===== config.mk =====
export PLATFORM = sky130hd
export DESIGN_NAME = ace_xack_router
export DESIGN_NICKNAME = d
export VERILOG_FILES = /design/src/rtl/ace_xack_pkg.sv /design/src/rtl/ace_xack_fifo.sv /design/src/rtl/ace_xack_router.sv
export SDC_FILE = /design/constraint.sdc
export NUM_CORES = 1
export LEC_CHECK = 0
export ABC_AREA = 0
export ABC_CLOCK_PERIOD_IN_PS = 2460
export CAP_MARGIN = 20
export CORE_MARGIN = 2
export CORE_UTILIZATION = 51
export DETAILED_ROUTE_END_ITERATION = 10
export MAX_ROUTING_LAYER = met4
export PLACE_DENSITY = 0.76
export SYNTH_ARGS = -nofsm -noshare
export SYNTH_HDL_FRONTEND = slang
export SYNTH_SLANG_ARGS = --single-unit

===== constraint.sdc =====
create_clock -name clk_i -period 2.46 [get_ports clk_i]
set_input_delay 0.246 -clock clk_i [delete_from_list [all_inputs] [get_ports clk_i]]
set_output_delay 0.246 -clock clk_i [all_outputs]
set_load 0.02 [all_outputs]

===== src/rtl/ace_xack_pkg.sv =====
// Shared sizing helpers and default parameters for the ACE acknowledge router.
package ace_xack_pkg;

    localparam int unsigned DefNoMstPorts = 4;
    localparam int unsigned DefMaxTrans   = 8;

    function automatic int unsigned sel_width(input int unsigned no_mst_ports);
        return (no_mst_ports > 1) ? $clog2(no_mst_ports) : 1;
    endfunction

    function automatic int unsigned cnt_width(input int unsigned max_trans);
        return $clog2(max_trans + 1);
    endfunction

endpackage


===== src/rtl/ace_xack_fifo.sv =====
// Single-channel in-order tracker: remembers which master port supplied each
// response and decodes the head entry into a one-hot acknowledge.
module ace_xack_fifo
    import ace_xack_pkg::*;
#(
    parameter int unsigned NoMstPorts  = DefNoMstPorts,
    parameter int unsigned MaxTrans    = DefMaxTrans,
    parameter int unsigned SelectWidth = sel_width(NoMstPorts),
    parameter int unsigned CntWidth    = cnt_width(MaxTrans)
) (
    input  logic                   clk_i,
    input  logic                   rst_i,
    input  logic                   push_i,
    input  logic [SelectWidth-1:0] sel_i,
    input  logic                   pop_i,
    output logic [NoMstPorts-1:0]  ack_o,
    output logic                   full_o,
    output logic [CntWidth-1:0]    cnt_o,
    output logic                   err_o
);

    localparam int unsigned PtrWidth = $clog2(MaxTrans);

    logic [SelectWidth-1:0] mem_q [MaxTrans];
    logic [PtrWidth-1:0]    wr_ptr_q, wr_ptr_d;
    logic [PtrWidth-1:0]    rd_ptr_q, rd_ptr_d;
    logic [CntWidth-1:0]    cnt_q, cnt_d;
    logic                   full_q, full_d;
    logic                   empty, push_ok, pop_ok, head_bad;
    logic [SelectWidth-1:0] head;

    function automatic logic [PtrWidth-1:0] wrap_inc(input logic [PtrWidth-1:0] ptr);
        return (ptr == PtrWidth'(MaxTrans - 1)) ? '0 : ptr + 1'b1;
    endfunction

    // A pop on an empty tracker is ignored; a push on a full one survives only if a pop frees a slot.
    always_comb begin
        empty    = (cnt_q == '0);
        pop_ok   = pop_i && !empty;
        push_ok  = push_i && (!full_q || pop_ok);
        head     = mem_q[rd_ptr_q];
        head_bad = (32'(head) >= NoMstPorts);

        ack_o = '0;
        for (int unsigned p = 0; p < NoMstPorts; p++) begin
            ack_o[p] = pop_ok && !head_bad && !rst_i && (32'(head) == p);
        end

        err_o = (pop_i && empty) || (push_i && full_q && !pop_ok) || (pop_ok && head_bad);

        wr_ptr_d = push_ok ? wrap_inc(wr_ptr_q) : wr_ptr_q;
        rd_ptr_d = pop_ok  ? wrap_inc(rd_ptr_q) : rd_ptr_q;

        cnt_d = cnt_q;
        case ({push_ok, pop_ok})
            2'b10:   cnt_d = cnt_q + CntWidth'(1);
            2'b01:   cnt_d = cnt_q - CntWidth'(1);
            default: cnt_d = cnt_q;
        endcase
        full_d = (cnt_d == CntWidth'(MaxTrans));
    end

    always_ff @(posedge clk_i) begin
        if (rst_i) begin
            wr_ptr_q <= '0;
            rd_ptr_q <= '0;
            cnt_q    <= '0;
            full_q   <= 1'b0;
        end else begin
            wr_ptr_q <= wr_ptr_d;
            rd_ptr_q <= rd_ptr_d;
            cnt_q    <= cnt_d;
            full_q   <= full_d;
        end
    end

    // Storage needs no reset: the count alone decides which entries are valid.
    always_ff @(posedge clk_i) begin
        if (push_ok && !rst_i) begin
            mem_q[wr_ptr_q] <= sel_i;
        end
    end

    assign cnt_o  = cnt_q;
    assign full_o = full_q;

endmodule


===== src/rtl/ace_xack_router.sv =====
// Steers slave-side RACK/WACK to the master port that delivered the matching
// response. Define ACE_XACK_REG_OUT_EN to register the acknowledge outputs.
module ace_xack_router
    import ace_xack_pkg::*;
#(
    parameter int unsigned NoMstPorts  = DefNoMstPorts,
    parameter int unsigned MaxTrans    = DefMaxTrans,
    parameter int unsigned SelectWidth = sel_width(NoMstPorts),
    parameter int unsigned CntWidth    = cnt_width(MaxTrans)
) (
    input  logic                   clk_i,
    input  logic                   rst_i,
    input  logic                   r_done_i,
    input  logic [SelectWidth-1:0] r_sel_i,
    input  logic                   b_done_i,
    input  logic [SelectWidth-1:0] b_sel_i,
    input  logic                   slv_rack_i,
    input  logic                   slv_wack_i,
    output logic [NoMstPorts-1:0]  mst_rack_o,
    output logic [NoMstPorts-1:0]  mst_wack_o,
    output logic                   r_full_o,
    output logic                   b_full_o,
    output logic [CntWidth-1:0]    r_cnt_o,
    output logic [CntWidth-1:0]    b_cnt_o,
    output logic                   err_o
);

    logic [NoMstPorts-1:0] r_ack, b_ack;
    logic                  r_err, b_err;
    logic                  err_q;

    ace_xack_fifo #(
        .NoMstPorts (NoMstPorts),
        .MaxTrans   (MaxTrans),
        .SelectWidth(SelectWidth),
        .CntWidth   (CntWidth)
    ) i_r_fifo (
        .clk_i (clk_i),
        .rst_i (rst_i),
        .push_i(r_done_i),
        .sel_i (r_sel_i),
        .pop_i (slv_rack_i),
        .ack_o (r_ack),
        .full_o(r_full_o),
        .cnt_o (r_cnt_o),
        .err_o (r_err)
    );

    ace_xack_fifo #(
        .NoMstPorts (NoMstPorts),
        .MaxTrans   (MaxTrans),
        .SelectWidth(SelectWidth),
        .CntWidth   (CntWidth)
    ) i_b_fifo (
        .clk_i (clk_i),
        .rst_i (rst_i),
        .push_i(b_done_i),
        .sel_i (b_sel_i),
        .pop_i (slv_wack_i),
        .ack_o (b_ack),
        .full_o(b_full_o),
        .cnt_o (b_cnt_o),
        .err_o (b_err)
    );

    always_ff @(posedge clk_i) begin
        if (rst_i) begin
            err_q <= 1'b0;
        end else begin
            err_q <= err_q | r_err | b_err;
        end
    end

    assign err_o = err_q;

`ifdef ACE_XACK_REG_OUT_EN
    logic [NoMstPorts-1:0] rack_q, wack_q;

    always_ff @(posedge clk_i) begin
        if (rst_i) begin
            rack_q <= '0;
            wack_q <= '0;
        end else begin
            rack_q <= r_ack;
            wack_q <= b_ack;
        end
    end

    assign mst_rack_o = rack_q;
    assign mst_wack_o = wack_q;
`else
    assign mst_rack_o = r_ack;
    assign mst_wack_o = b_ack;
`endif

endmodule

**Cell sizes after repair**

(6 px per µm)
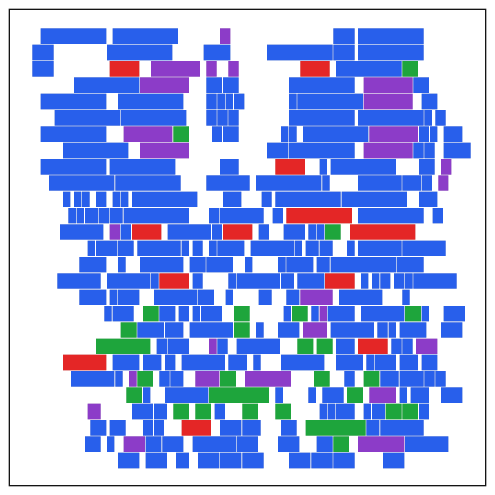
[x2] purple | cells: 26 | share: 8.5% | most used: mux4_2
[x6 and larger] red | cells: 12 | share: 3.9% | most used: clkbuf_8
[x1 and smaller] blue | cells: 240 | share: 79% | most used: nor2_1
[x3 and x4] green | cells: 27 | share: 8.9% | most used: buf_4
post-layout instance area: 3610 µm²
worst setup slack after layout: 146 ps
area overhead of the layout relative to synthesis: 25.4%

**Cell placement**

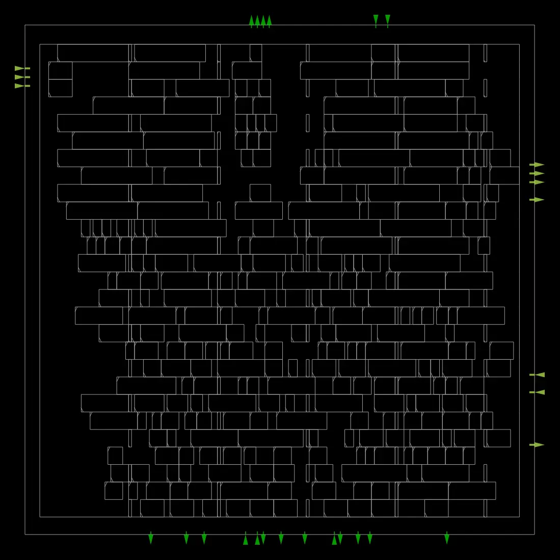
sequential share of cell area: 42.7%
number of inserted filler cells in the final layout: 429

**Nets reached from selected ports**

(3 px per µm)
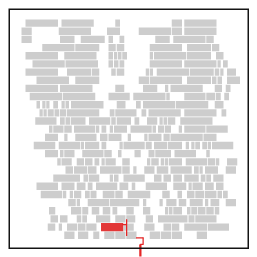
[err_o] red | bits: 1 | direction: output | end cells: 1 | buffers: 1 | wire: 12.9 µm
Ports: 29
# port buffers: 28

**Pin placement**

(6 px per µm) Pins as bars across the die edge, other pins in grey.
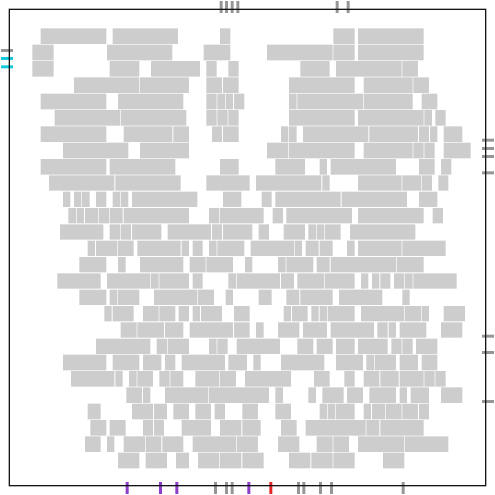
[err_o] red | pins: 1 | direction: output | edge: bottom
[b_sel_i] cyan | pins: 2 | direction: input | edge: left
[b_cnt_o] purple | pins: 4 | direction: output | edge: bottom
overall die height: 79.2 µm
horizontal extent of the die: 79.2 µm

**Signal wires by layer**

(6 px per µm) Only two layers are drawn.
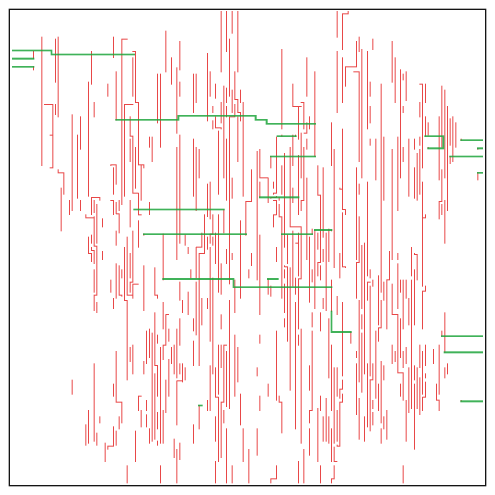
[M3] green | wire length: 191 µm
[M2] red | wire length: 2820 µm
vias after detailed routing: 2046
Global Route Usage Sum: 19.8%
Routed wire per std cell: 14.3 µm
aggregate routed wire length: 5380 µm

==> worst max-delay path by stage <==
stage,slack [ps],cells past startpoint,endpoint
CTS,10,4,mst_wack_o[2]
finish,150,9,i_r_fifo.full_o$_SDFF_PP0_
global placement,30,11,i_b_fifo.full_o$_SDFF_PP0_
detailed placement,-10,11,i_b_fifo.full_o$_SDFF_PP0_
floorplan,-50,10,i_b_fifo.full_o$_SDFF_PP0_
global route,30,9,i_b_fifo.full_o$_SDFF_PP0_
==> cells by family (layout without fill, tap and decap cells) <==
kind of cell    after synthesis  after routing  synth area share (%)
buf+inv                      12             71                  1.69
simple gates                 95             95                  16.7
mux                          17             17                  9.38
xor+xnor                      6              6                  1.82
compound gates               41             41                  10.9
flops                        61             61                  53.5
fa+ha+maj                    14             14                  6.08
==> power groups by stage <==
| stage | sequential (mW) | combinational (mW) | clock, mW |
|---|---|---|---|
| after detailed placement | 1.34 | 1.47 | 0 |
| after global placement | 1.34 | 1.45 | 0 |
| after CTS | 1.32 | 1.48 | 0.967 |
| after global routing | 1.34 | 1.64 | 1.02 |
| after floorplan | 1.43 | 0.885 | 0 |
| final | 1.32 | 1.48 | 0.955 |
==> cells in the mapped netlist, types with 2 or more instances <==
library cell,count
clkbuf_1,4
inv_1,4
or3b_1,4
o41ai_4,2
a21oi_1,19
nor2_1,35
nand3b_1,7
buf_2,3
mux2i_1,9
ha_1,14
nor3_1,10
nor2b_1,3
a211oi_1,2
nand2b_1,4
dfxtp_1,29
nand2_1,14
edfxtp_1,32
a21o_1,2
o21ai_0,4
mux4_2,8
nor3b_1,3
nor4_1,3
nand3_1,6
xor2_1,5
==> critical path: cells and delay by family (launching register included) <==
family          cells  cell delay, ps
buf+inv             2             230
fa+ha+maj           1             190
flops               1             340
compound gates      6            1480
==> registers in the layout (all words and copies together), names as in the netlist, 3 cells and up, named ones only <==
| signal | count |
|---|---|
| i_b_fifo.mem_q | 16 |
| i_r_fifo.mem_q | 16 |
| i_b_fifo.cnt_o | 4 |
| i_r_fifo.cnt_o | 4 |
| i_b_fifo.rd_ptr_q | 3 |
| i_b_fifo.wr_ptr_q | 3 |
| i_r_fifo.rd_ptr_q | 3 |
| i_r_fifo.wr_ptr_q | 3 |
==> cell type report <==
class                           count  area (µm²)  share of cell area [%]
Clock buffer                       10         128                    3.53
Clock inverter                      6        87.6                    2.42
Inverter                            5        18.8                   0.519
Multi-Input combinational cell    173        1310                    36.2
Sequential cell                    61        1540                    42.7
Tap cell                           72        90.1                    2.49
Timing Repair Buffer               50         437                    12.1
==> routing by layer <==
| layer | wire (µm) | up-vias | track usage (%) |
|---|---|---|---|
| li1 | - | 1023 | - |
| met1 | 2290 | 983 | 21.4 |
| met2 | 2820 | 34 | 33.6 |
| met3 | 191 | 6 | 5.23 |
| met4 | 70 | 0 | 10.0 |
| met5 | 0 | - | - |
==> through the flow <==
step	setup TNS, ps	power (mW)	hold WS [ps]	worst slack, ps
3_5_place_dp	-11.1	2.82	483	-9.57
3_3_place_gp	0	2.79	471	34.1
6_report	0	3.76	505	146
4_1_cts	0	3.77	510	11.6
5_1_grt	0	3.99	531	30.2
2_1_floorplan	-51.0	2.31	345	-51.0
==> flow_summary.rst <==
Flow metrics
------------

.. list-table::
   :header-rows: 1

   * - Metric
     - Value
   * - CP arrival
     - roughly 2600 ps
   * - Initial antenna violation count
     - 0
   * - Post-DP HPWL
     - about 3800 µm
   * - Quantity of gates resized following cts
     - 7
   * - Count of flip-flops with a built-in enable after synthesis
     - 32
   * - Clock network fraction of total power
     - around 25%
   * - Ant diodes
     - 0
   * - Dominant cell type by area after synthesis
     - edfxtp_1
   * - Flop pwr share
     - about a third
   * - Switch Pwr
     - 1.25 mW
   * - Clock tree from TritonCTS
     - done
   * - Syn Std Cell Area
     - slightly below 3000 µm²
   * - Syn avg cell area
     - approximately 12 µm²
   * - Top cells by area
     - edfxtp_1, dfxtp_1, mux4_2, ha_1, nor2_1
   * - Switching fraction of total power
     - between 30% and 40%
   * - Delay contributed by the slowest stage of the critical path
     - 470 ps
   * - VDD IR max
     - 0.495 mV
   * - Number of cell instances on the worst register-to-register path
     - 9
   * - Vias in the first global route
     - 2071
   * - Async set-or-reset flop fraction in the synthesized netlist
     - 0%
   * - Clock sinks
     - between 60 and 70
   * - Yosys top cell area share
     - 33.3%
   * - Sequential cell area fraction in the yosys report
     - about 53%
   * - FP Core Util
     - a little over half
   * - Max Fanout on Critical Path
     - 5
   * - Pin slew with the least headroom to its limit
     - between 400 and 500 ps
   * - Final non-filler cell total
     - 377
   * - Via/cell ratio
     - 5.43
   * - Area after DPL
     - around 3400 µm²
   * - Minimum setup slack among reg-to-reg paths
     - between 100 and 150 ps
   * - Placed Instances
     - around 360
   * - Outcome
     - finished, final reports clean
   * - Number of hold-repair buffers added at the cts stage
     - 0
   * - Period minus WS final
     - approximately 2300 ps
   * - Most frequent cells in the layout
     - nor2_1, edfxtp_1, dfxtp_1
   * - Clock buffer depth
     - 2
   * - Most common cell after layout, fill and taps aside
     - nor2_1
   * - Total number of nets in the final design
     - between 300 and 400
   * - CTS clk-pin slew, worst paths
     - about 70 ps
   * - Last weighted congestion value of the routability-driven placer
     - about 0.78
   * - Number of cells on the worst hold path
     - 2
   * - Cell Rows
     - 27
   * - Critical path launch point type
     - register
   * - Pwr per Cell Area
     - about 1000 nW/µm²
   * - Worst Path Required
     - approximately 2700 ps
   * - Worst Setup SP
     - i_r_fifo.cnt_o[1]$_SDFF_PP0_
   * - Power share of the combinational group
     - 39.4%
   * - Flops out of synthesis
     - between 60 and 70
   * - Number of buffers inserted during clock tree synthesis
     - 9
   * - H-Tree Depth
     - 3
   * - DRC
     - 0
   * - Final slew viol count
     - 0
   * - Achievable clock frequency
     - between 0.4 and 0.5 GHz
   * - Worst min-delay path class
     - register to register
   * - Cell-internal power
     - 2.51 mW
   * - TritonRoute pass-1 iters
     - 4
   * - Final global-route overflow total
     - 0
   * - Floorplan Core Area
     - between 5000 and 6000 µm²
   * - Dominant flop cell
     - edfxtp_1
   * - Critical Setup Path Class
     - register to register
   * - Wire length of the first global-routing pass
     - 9070 µm
   * - Instance tally after logic synthesis
     - 246
   * - Hold_sp
     - i_r_fifo.rd_ptr_q[2]$_SDFFE_PP0P_
   * - Stage-log warning count
     - 29
   * - Reg2reg end
     - i_r_fifo.full_o$_SDFF_PP0_
   * - Clk ins delay skew pair
     - roughly 340 ps
   * - Critical-path cell list
     - o41ai_4, a21boi_2, inv_1, ha_2, buf_4, o21ai_1, a21o_1, a2111o_1, a211oi_2
   * - Cell at the root of the clock tree
     - clkbuf_8
   * - Number of distinct library cell variants in the gate-level netlist after synthesis
     - ~44
   * - Number of cells in Yosys stat
     - 246
   * - Leak
     - ~1.4 nW
   * - Kind of end point of the critical path
     - register
   * - Share of the core filled with cells
     - between 60% and 70%
   * - Worst max-slew margin expressed relative to the limit
     - 66.9%
   * - Chip footprint
     - 6270 µm²
   * - Unrepaired setup endpoints after global routing
     - no
   * - Synth warn
     - 0
   * - CP max-delay cell
     - o41ai_4
   * - Syn Nets
     - ~270
   * - Worst clock skew
     - approximately 3.1 ps
   * - Number of setup buffers added after CTS
     - 0
   * - Final count of negative-setup-slack endpoints
     - 0
   * - Worst R2R Start
     - i_r_fifo.cnt_o[1]$_SDFF_PP0_
   * - Hold path endpoint
     - i_r_fifo.rd_ptr_q[2]$_SDFFE_PP0P_
Power is estimated from default activity; no workload was simulated.
